==> config.mk <==
export PLATFORM = sky130hd
export DESIGN_NAME = pwm_multi_ch
export DESIGN_NICKNAME = d
export VERILOG_FILES = /design/src/rtl/pwm_multi_ch.sv
export SDC_FILE = /design/constraint.sdc
export NUM_CORES = 1
export LEC_CHECK = 0
export ABC_AREA = 0
export CAP_MARGIN = 25
export CORE_UTILIZATION = 30
export CTS_BUF_LIST = sky130_fd_sc_hd__clkbuf_8 sky130_fd_sc_hd__clkbuf_16
export DETAILED_ROUTE_END_ITERATION = 6
export PLACE_DENSITY_LB_ADDON = 0.25
export SLEW_MARGIN = 20
export SYNTH_ARGS = -nofsm -noshare
export SYNTH_HDL_FRONTEND = slang
export SYNTH_SLANG_ARGS = --single-unit
==> constraint.sdc <==
create_clock -name Clock -period 3.52 [get_ports Clock]
set_clock_uncertainty 0.1 [all_clocks]
set_input_delay 0.528 -clock Clock [delete_from_list [all_inputs] [get_ports Clock]]
set_output_delay 0.528 -clock Clock [all_outputs]
set_load 0.02 [all_outputs]
Run 1, clock distribution:
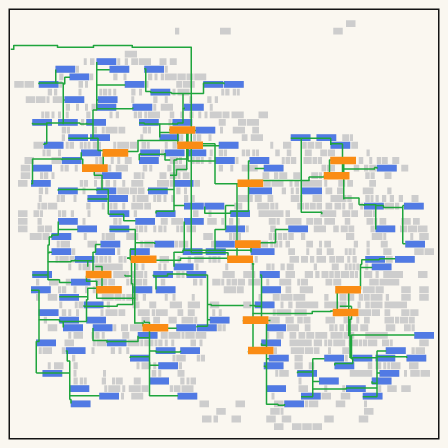
[clock drivers] orange | count: 17
[clock wires] green | length: 1930 um
[flip-flops] blue | count: 135
flops lie: all over the die
Skew-Pair Late Insertion Delay: 420 ps
Clk pwr share: 33.5%

Run 1, I/O pins on the die edge:
Pins as bars across the die edge, other pins in gray.
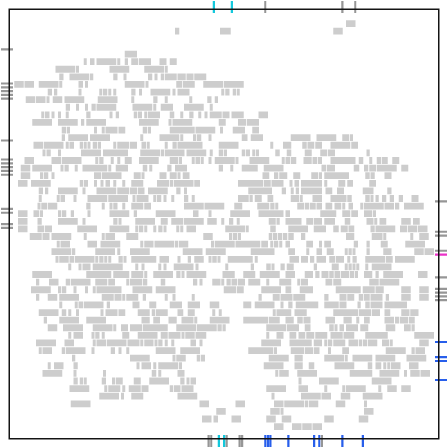
[Clk_en] magenta | pins: 1 | direction: input | edge: right
[Prd_data] blue | pins: 12 | direction: input | edge: 8 bottom, 4 right
[pwm_out] cyan | pins: 4 | direction: output | edge: 2 bottom, 2 top
all pins by edge: 16 left, 16 bottom, 14 right, 5 top
Die W: 153 um
PortBufs: 50
Die Ht: 153 um

Run 1, placement by cell class:
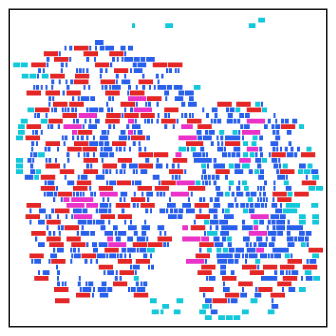
[remaining buffers and delay cells] cyan | cells: 96 | share of their area: 11%
[sequential cells] red | cells: 135 | share of their area: 33%
[combinational and other logic] blue | cells: 655 | share of their area: 49%
[clock drivers and dummy loads] magenta | cells: 32 | share of their area: 7.3%
total core area: 0.0221 mm^2
Seq/total area: 31.4%

==> results.sh, run 1 <==
# yosys + openroad results
export IMPL_synth_flops=135
export IMPL_fp_nets=927
export IMPL_fin_cells=1198
export IMPL_cts_sinks=135
export IMPL_relSlewSlack_pct=41.3
export IMPL_fmax_mhz=297
export IMPL_fin_util_pct=39.1
export IMPL_largest_cell_class="logic gates"
export IMPL_p_int_mw=3.46
export IMPL_p_sw_share_pct=35.9
export IMPL_worst_slack_ps=148
export IMPL_flop_count=135
export IMPL_comb_power_share_pct=35.8
export IMPL_clock_tree_buffer_depth=2
export IMPL_dp_slack_ps=-493
export IMPL_final_clk_cell_share_pct=7.05
export IMPL_inv_count=50
export IMPL_grt_max_degree=80
export IMPL_gp_congestion=0.814
export IMPL_min_path_type="reg -> reg"
export IMPL_nWellTaps=280
export IMPL_status="completed"
export IMPL_fa_ha_area_share_pct=10.8
export IMPL_synth_edff_count=0
export IMPL_synthAoiAreaFrac_pct=15.9
export IMPL_overflow=0
export IMPL_layout_drive_gt1_share_pct=12.6
export IMPL_xor_share_pct=1.66
export IMPL_p_seq_share_pct=30.7
export IMPL_worst_pin_slew_ps=877
export IMPL_met2_usage_pct=27.0
export IMPL_synth_top_area_share_pct=39.5
export IMPL_buffer_area_share_pct=10.1
export IMPL_fp_dieArea_mm2=0.0234
export IMPL_synthTopLogicFamily="simple AND/OR/NAND/NOR gates"
export IMPL_avgRoutedWirePerCell_um=15.8
export IMPL_holdWs_ps=350
export IMPL_synth_warnings=0
export IMPL_first_pass_iters=5
export IMPL_highest_layer="met4"
export IMPL_nClkBuffers=17
export IMPL_cts_resized=15
export IMPL_cts_buffers=17
export IMPL_largest_area_cell="dfxtp_1"
export IMPL_cp_data_required_time_ps=2890
export IMPL_end_kind="output port"
export IMPL_use_met1_pct=22.0
export IMPL_fin_nets=997
export IMPL_pg_seq_mw=1.66
export IMPL_wirelength_mm=18.9
export IMPL_met3_length_um=683
export IMPL_drt_met1_wl_mm=9.18
export IMPL_vias_per_cell=4.82
export IMPL_diodes=0
export IMPL_setup_violations=0
export IMPL_powerComb_mw=1.93
export IMPL_logic_area_mm2=0.00391
export IMPL_power_leakage_nw=3.32
export IMPL_antenna_left=0
export IMPL_num_vias=5770
export IMPL_synth_area_per_cell_um2=8.20
export IMPL_syn_inst=835
export IMPL_first_iter_violations=329
export IMPL_post_cts_buffers=0
export IMPL_syn_area_mm2=0.00685
export IMPL_antenna_found_initial=0
export IMPL_totalPowerFinal_mw=5.40
export IMPL_power_switching_mw=1.94
export IMPL_min_path_cells=2
export IMPL_nNonClkBuffers=96
export IMPL_ys_seq_share_pct=39.5
export IMPL_pg_clk_mw=1.81
export IMPL_fp_util_pct=31.0
export IMPL_peakVddDrop_mv=0.251
export IMPL_grt_pass1_wl_mm=30.5
export IMPL_postCtsHoldBufs=0
export IMPL_area_leaders="dfxtp_1 39%, ha_1 11%, nand2_1 9.2%, mux2i_1 7.7%, a21oi_1 6.6%"
export IMPL_hold_viol_final=0
export IMPL_lay_top_count="nand2_1"
## run 1: Yosys cell counts, drive strengths merged (2+ instances only)
cell    number
nor2b        2
a211oi       5
a21o        27
a21oi       91
xnor2       12
dfxtp      135
nand3       15
a31o         2
nor4         6
ha          59
nor3b        5
or2          5
o211ai       4
nor3         8
and3         7
nand2      168
nand4        6
mux2i       53
buf         10
o31ai        5
clkbuf      35
o32ai        2
o221ai       3
o21ai       16
inv         50
a221oi       3
nand2b       4
a31oi        3
o21a         5
nor2        73
## run 1: worst max-delay path: stages (launching register included)
cell and delay (ps):
dfxtp_4 350, buf_6 160, ha_1 290, a21o_1 160
a21o_1 170, a21o_1 160, a21o_1 180, a21o_1 170
a211oi_1 260, o21a_1 160, clkdlybuf4s15_2 270
--- run 2 (diff from run 1) ---
- HOLD_SLACK_MARGIN: default -> 0.06
Run 2, placement by cell class:
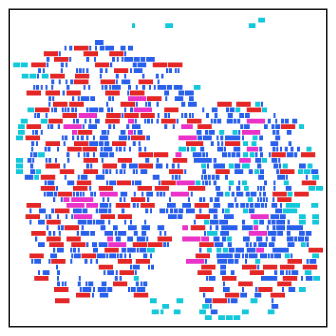
[combinational and other logic] blue | cells: 655 | share of their area: 49%
[clock drivers and dummy loads] magenta | cells: 32 | share of their area: 7.3%
[sequential cells] red | cells: 135 | share of their area: 33%
[remaining buffers and delay cells] cyan | cells: 96 | share of their area: 11%
Cell Rows: 54
final instance area: 0.00865 mm^2

Run 2, I/O pins on the die edge:
Pins as bars across the die edge, other pins in gray.
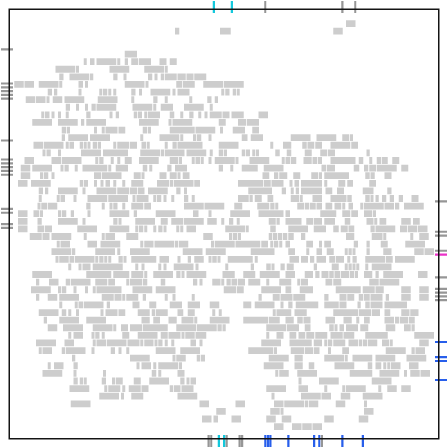
[pwm_out] cyan | pins: 4 | direction: output | edge: 2 bottom, 2 top
[Clk_en] magenta | pins: 1 | direction: input | edge: right
[Prd_data] blue | pins: 12 | direction: input | edge: 8 bottom, 4 right

==> run 2 against run 1 <==
Net effect:
- non-clock buffer count stayed put
- hold slack stayed put
- total power stayed put
- global-route usage stayed put
- critical endpoint unchanged
==> results.sh, run 2 <==
# yosys + openroad results
export IMPL_status="completed"
export IMPL_cpMostUsedCell="a21o_1"
export IMPL_drc=0
export IMPL_nNonClkBuffers=96
export IMPL_peakVddDrop_mv=0.251
export IMPL_simple_gate_area_share_pct=19.1
export IMPL_buffer_area_share_pct=10.1
export IMPL_sh_comb_area_pct=45.2
export IMPL_holdWs_ps=350
export IMPL_synth_most_common_cell="nand2_1"
export IMPL_overflow=0
export IMPL_post_dp_cell_area_mm2=0.00790
export IMPL_fill_cells=2301
export IMPL_cp_depth=10
export IMPL_fp_dieArea_mm2=0.0234
export IMPL_finalCritPeriodShare_pct=95.8
export IMPL_path_class="reg -> out"
export IMPL_inv_count=50
export IMPL_cts_sinks=135
export IMPL_fin_cells=1198
export IMPL_synth_flops=135
export IMPL_first_pass_iters=5
export IMPL_fp_util_pct=31.0
export IMPL_critical_path_max_fanout=14
export IMPL_synthAoiAreaFrac_pct=15.9
export IMPL_totalPowerFinal_mw=5.40
export IMPL_cts_htree_levels=4
export IMPL_worst_slack_ps=148
export IMPL_wirelength_mm=18.9
export IMPL_syn_inst=835
export IMPL_nClkBuffers=17
export IMPL_core_area_mm2=0.0221
export IMPL_cts_resized=15
export IMPL_gp_congestion=0.814
export IMPL_port_buffers=50
export IMPL_clock_tree_buffer_depth=2
export IMPL_slowest_delay_ps=350
export IMPL_fin_nets=997
export IMPL_synth_edff_count=0
export IMPL_postCtsHoldBufs=0
export IMPL_area_leaders="dfxtp_1 39%, ha_1 11%, nand2_1 9.2%, mux2i_1 7.7%, a21oi_1 6.6%"
export IMPL_arrival_ps=2740
export IMPL_antenna_found_initial=0
export IMPL_largest_cell_class="logic gates"
export IMPL_worst_pin_slew_ps=877
export IMPL_layout_area_seq_mm2=0.00271
export IMPL_end_kind="output port"
export IMPL_cp_data_required_time_ps=2890
export IMPL_synth_top_area_share_pct=39.5
export IMPL_synthTopLogicFamily="simple AND/OR/NAND/NOR gates"
export IMPL_syn_area_mm2=0.00685
export IMPL_critPathTopFamily="AND-OR/OR-AND gates"
export IMPL_num_vias=5770
export IMPL_lay_top_count="nand2_1"
export IMPL_largest_area_cell="dfxtp_1"
export IMPL_synth_area_per_cell_um2=8.20
export IMPL_cts_tree="built"
export IMPL_logic_area_mm2=0.00391
export IMPL_r2r_slack_ps=210
export IMPL_min_path_type="reg -> reg"
export IMPL_dp_slack_ps=-493
export IMPL_logic_gates=605
export IMPL_diodes=0
export IMPL_ios=51
export IMPL_relSlewSlack_pct=41.3
export IMPL_slowest_stage="dfxtp_4"
export IMPL_fp_nets=927
export IMPL_die_h_um=153
export IMPL_hold_viol_final=0
export IMPL_flop_count=135
export IMPL_area_growth_pct=26.2
export IMPL_fmax_mhz=297
export IMPL_first_iter_violations=329
export IMPL_cp_buffers_inverters=2
export IMPL_xor_share_pct=1.66
export IMPL_cts_buffers=17
export IMPL_grt_max_degree=80
export IMPL_grt_pass1_wl_mm=30.5
export IMPL_ys_seq_share_pct=39.5
export IMPL_cp_cell_sequence="buf_6, ha_1, a21o_1, a21o_1, a21o_1, a21o_1, a21o_1, a211oi_1, o21a_1, clkdlybuf4s15_2"
export IMPL_vias_per_cell=4.82
export IMPL_insertion_delay_ps=420
export IMPL_chipWidth_um=153
export IMPL_fa_ha_area_share_pct=10.8
export IMPL_layout_drive_gt1_share_pct=12.6
export IMPL_dp_cells=1166
export IMPL_final_clk_cell_share_pct=7.05
export IMPL_finalSetupTns_ps=0
export IMPL_finalCriticalPeriod_ps=3370
export IMPL_power_leakage_nw=3.32
export IMPL_grt_pass1_vias=5657
export IMPL_antenna_left=0
export IMPL_common_cells="167 x nand2_1, 135 x dfxtp_1, 91 x a21oi_1"
export IMPL_setup_violations=0
export IMPL_yosysCellCount=835
export IMPL_dpl_hpwl_mm=12.7
export IMPL_synth_warnings=0
export IMPL_seqAreaFraction_pct=31.4
export IMPL_post_cts_buffers=0
export IMPL_nWellTaps=280
export IMPL_min_path_cells=2
Run 2, congestion heat map:
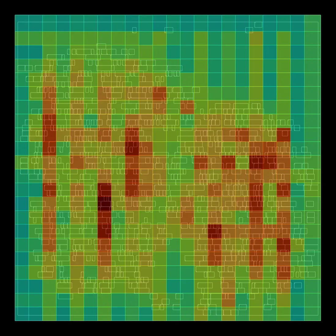
final core occ: 39.1%
all-layer global routing usage: 16.8%
routed len/inst: 15.8 um

run 2: report_power, final:
group / switching (mW) / total [mW] / leakage (nW) / internal, mW
Combinational: 1.09 / 1.93 / 1.94 / 0.843
Sequential: 0.0553 / 1.66 / 1.10 / 1.60
Clock: 0.792 / 1.81 / 0.286 / 1.01
run 2: logic make-up (layout without fill, tap and decap cells):
kind of cell,after synthesis,after routing
multiplexers,53,53
flip-flops,135,135
AND/OR/NAND/NOR,303,303
XOR/XNOR,13,13
adder cells (fa/ha/maj),59,59
AND-OR/OR-AND,177,177
buffers and inverters,95,178
run 2: per-layer routing:
layer  vias up  global-route usage (%)  routed length, um
met5         -                       0                  0
met4         0                    5.63                329
met3        19                    3.80                683
met2        99                    27.0               8700
met1      2656                    22.0               9180
li1       2996                       -                  -
No activity file was given, so power comes from the tool's default toggle rates.
